File: src/rtl/bit_pattern_detector.sv
// Serial bit-pattern detector: shifts accepted bits into a sliding window and
// pulses match on each occurrence of PATTERN, keeping a saturating match count.
module bit_pattern_detector #(
   parameter int                     PATTERN_LEN = 4,
   parameter logic [PATTERN_LEN-1:0] PATTERN     = 4'b1011,
   parameter bit                     OVERLAP     = 1'b1,
   parameter int                     CNT_W       = 8
) (
   input  logic                   clk,
   input  logic                   R,
   input  logic                   D,
   input  logic                   en,
   output logic [PATTERN_LEN-1:0] Q,
   output logic                   match,
   output logic [CNT_W-1:0]       match_cnt,
   output logic                   sat
);

   localparam int               FILL_W   = $clog2(PATTERN_LEN + 1);
   localparam logic [FILL_W-1:0] FILL_FULL = FILL_W'(PATTERN_LEN);
   localparam logic [CNT_W-1:0]  CNT_MAX   = '1;
   localparam logic [CNT_W-1:0]  CNT_LAST  = CNT_MAX - 1'b1;

   logic [FILL_W-1:0]      fill;
   logic [FILL_W-1:0]      nf;
   logic [PATTERN_LEN-1:0] nq;
   logic                   hit;

   // NOTE: every always_comb output gets a value on every path, so no latch is inferred.
   always_comb begin
      nq  = {Q[PATTERN_LEN-2:0], D};
      nf  = (fill == FILL_FULL) ? fill : fill + 1'b1;
      hit = (nf == FILL_FULL) && (nq == PATTERN);
   end

   // The fill gate keeps reset-zero window contents from forming a false match.
   // NOTE: state registers use non-blocking assignments so all updates see pre-edge values.
   always_ff @(posedge clk) begin
      if (R) begin
         Q         <= '0;
         fill      <= '0;
         match     <= 1'b0;
         match_cnt <= '0;
         sat       <= 1'b0;
      end else if (en) begin
         Q     <= nq;
         match <= hit;
         fill  <= (hit && !OVERLAP) ? '0 : nf;
         if (hit && (match_cnt != CNT_MAX)) begin
            match_cnt <= match_cnt + 1'b1;
            if (match_cnt == CNT_LAST)
               sat <= 1'b1;
         end
      end else begin
         match <= 1'b0;
      end
   end

endmodule

File: config.mk
export PLATFORM = sky130hd
export DESIGN_NAME = bit_pattern_detector
export DESIGN_NICKNAME = d
export VERILOG_FILES = /design/src/rtl/bit_pattern_detector.sv
export SDC_FILE = /design/constraint.sdc
export NUM_CORES = 1
export LEC_CHECK = 0
export CORE_MARGIN = 8
export CORE_UTILIZATION = 50
export CTS_CLUSTER_DIAMETER = 40
export CTS_CLUSTER_SIZE = 14
export DETAILED_ROUTE_END_ITERATION = 7
export DONT_BUFFER_PORTS = 1
export SLEW_MARGIN = 10
export SYNTH_ARGS = -nofsm -noshare
export SYNTH_HDL_FRONTEND = slang
export SYNTH_SLANG_ARGS = --single-unit
File: constraint.sdc
create_clock -name clk -period 3 [get_ports clk]
set_clock_uncertainty 0.15 [all_clocks]
set_input_delay 0.45 -clock clk [delete_from_list [all_inputs] [get_ports clk]]
set_output_delay 0.45 -clock clk [all_outputs]
set_load 0.01 [all_outputs]
Fig. 1: metal layers overlaid
Scale bar: 20 um. Two of the layers only.
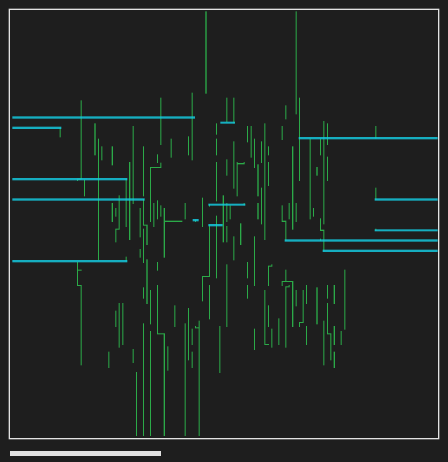
[met3] cyan | wire length: 155 um
[met2] green | wire length: 625 um
Routed WL: 1.56 mm
gr usage total: 9.60%
DR WL/cell: 13.9 um
via count: 655

==> metrics.yaml <==
min_path:
  whs_path_depth: 1
  min_to: "match_cnt[5]"
  min_from: "R"
  hp-class: "in -> reg"
timing:
  worst_slew_pin_slew_ns: 0.564
  hold_viol: 0
  clock.fmax_mhz: 397
  slew_viol_final: 0
  setup-violations-final: 0
  setup_ws_ns: 0.483
  relSlewSlack_pct: 62.3
  period_used_pct: 83.9
  whs_ns: 0.0667
  setup_tns_ns: 0
  period_minus_slack_ns: 2.52
  rsz0062_at_grt: "no"
clocking:
  clock-sinks: 17
  cts_hold_buf: 0
  cts_setup_buffers: 0
  clockBufferDepth: 2
  root_buffer: "clkbuf_4"
  clk_pin_slew_ns: 0.10
  cts_tree: "built"
  htree_levels: 1
  cts-buffers-inserted: 3
  ctsResizeCount: 0
drt:
  drt-vias-per-instance: 5.85
  drc: 0
  routed.top_layer: "met4"
  wl_met3_um: 154
  drt-met1-wl_um: 755
  ant_nets: 0
  drtIter0Drc: 7
  drt_pass1_iterations: 4
  wl_met2_um: 625
yosys:
  fa_ha_area_share_pct: 6.02
  syn-instance-count: 96
  synthArstFlopShare_pct: 0
  synthTopCellsByCount: "dfxtp_1, a21oi_1, nand2_1, nor2_1, inv_1"
  synth.most_common_cell: "dfxtp_1"
  numSynthFlops: 17
  top_area_cell: "dfxtp_1"
  top_cells_by_area: "dfxtp_1, ha_1, a21oi_1"
  ys_cells: 96
  ys_chip_area_sq_um: 831
  yosysWarnings: 0
  edf_count: 0
  mux_share_pct: 6.17
  yosys.area.top_type_share_pct: 41.0
  syn_nets: 104
  ys.flop_type: "dfxtp_1"
  xor_share_pct: 1.05
  top_logic_kind: "simple AND/OR/NAND/NOR gates"
  synth_area_sq_um: 831
  avgSynthCellArea_sq_um: 8.65
  ys_seq_share_pct: 41.0
  ys_sh_simple_pct: 25.9
  synthAoiAreaFrac_pct: 14.9
layout:
  nonClockInverterCount: 7
  nClkBuffers: 4
  utilization_pct: 55.9
  buffers: 0
  top_register: "match_cnt"
  clock_area_share_pct: 3.05
  logic_gates: 68
  antennaDiodeCount: 0
  logic_area_sq_um: 449
  layout-drive-gt1-share_pct: 7.29
  largest_cell_class: "logic gates"
  ff_count: 17
  regArea_sq_um: 340
  final_area_sq_um: 862
  top_regs: "match_cnt: 8 flops, Q: 4 flops, fill: 3 flops"
  bufAreaShareNonClock_pct: 0
  fin_nets: 105
  mostFrequentLayoutCells: "dfxtp_1, a21oi_1, nand2_1, nor2_1, inv_1"
  final_common_cell: "dfxtp_1"
  largest_reg_flops: 8
  area_growth_syn_to_layout_pct: 3.77
  sh_comb_area_pct: 52.1
  final_cells: 112
power:
  sw_frac_of_total_pct: 22.6
  power_density_nw_per_um2: 436
  p_clk_uw: 123
  p_switching_uw: 84.9
  combinationalPowerShare_pct: 4.8
  p_total_uw: 376
  p_seq_share_pct: 62.5
  pg_comb_uw: 18.1
  vdd_drop_max_uv: 273
  power_leader: "sequential cells"
  clock_power_share_pct: 32.6
  pg_seq_uw: 235
  p_leak_uw: 0.000319
  internal_power_uw: 291
setup_path:
  critical_path_class: "reg -> reg"
  worstPathRequired_ns: 3.08
  cp.arrival_ns: 2.60
  crit_family: "simple AND/OR/NAND/NOR gates"
  cp.depth: 7
  crit_path_end_kind: "flip-flop"
  ff2ff_setup_slack_ns: 0.48
  critical_path.startpoint: "fill[0]"
  crit_fanout: 17
  path_cells: "inv_1 > ha_1 > or3b_1 > a211oi_2 > o211ai_2 > or4_1 > a21oi_1"
  critPathLaunchType: "flip-flop"
  cp_slowest_cell: "or4_1"
  crit_buf_inv: 1
  rr_endpoint: "match_cnt[5]"
  r2r_cells: 7
  crit_end: "match_cnt[5]"
  r2r_start: "fill[0]"
floorplan:
  dieArea_sq_um: 3220
  initCoreUtil_pct: 53.9
  die_x_um: 56.8
  pin_count: 18
  tap_cells: 16
  row_count: 14
  core-area_sq_um: 1540
  die_h_um: 56.8
global_routing:
  antenna_found_initial: 0
  grtUsageMet1_pct: 12.0
  grt_pass1_wl_mm: 2.48
  met2_usage_pct: 12.2
  grt_pass1_vias: 529
  grt_max_degree: 19
  top_usage_layer: "met2"
  met3_usage_pct: 5.17
  overflow: 0
flow_run:
  warning_count: 28
  max_cap_violations: 0
place:
  port_buffers: 0
  place_hpwl_mm: 1.10
  place_congestion: 0.800
  dp_cells: 108
  place_ws_ns: 0.505
  postPlaceCellArea_sq_um: 836
status:
  status: "completed"
Fig. 2: cell outlines without signal wires
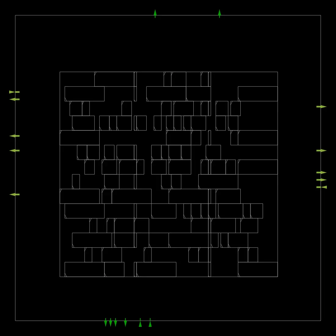
Seq/total area: 39.5%
number of fill cells: 149

Power and IR drop assume default switching activity.
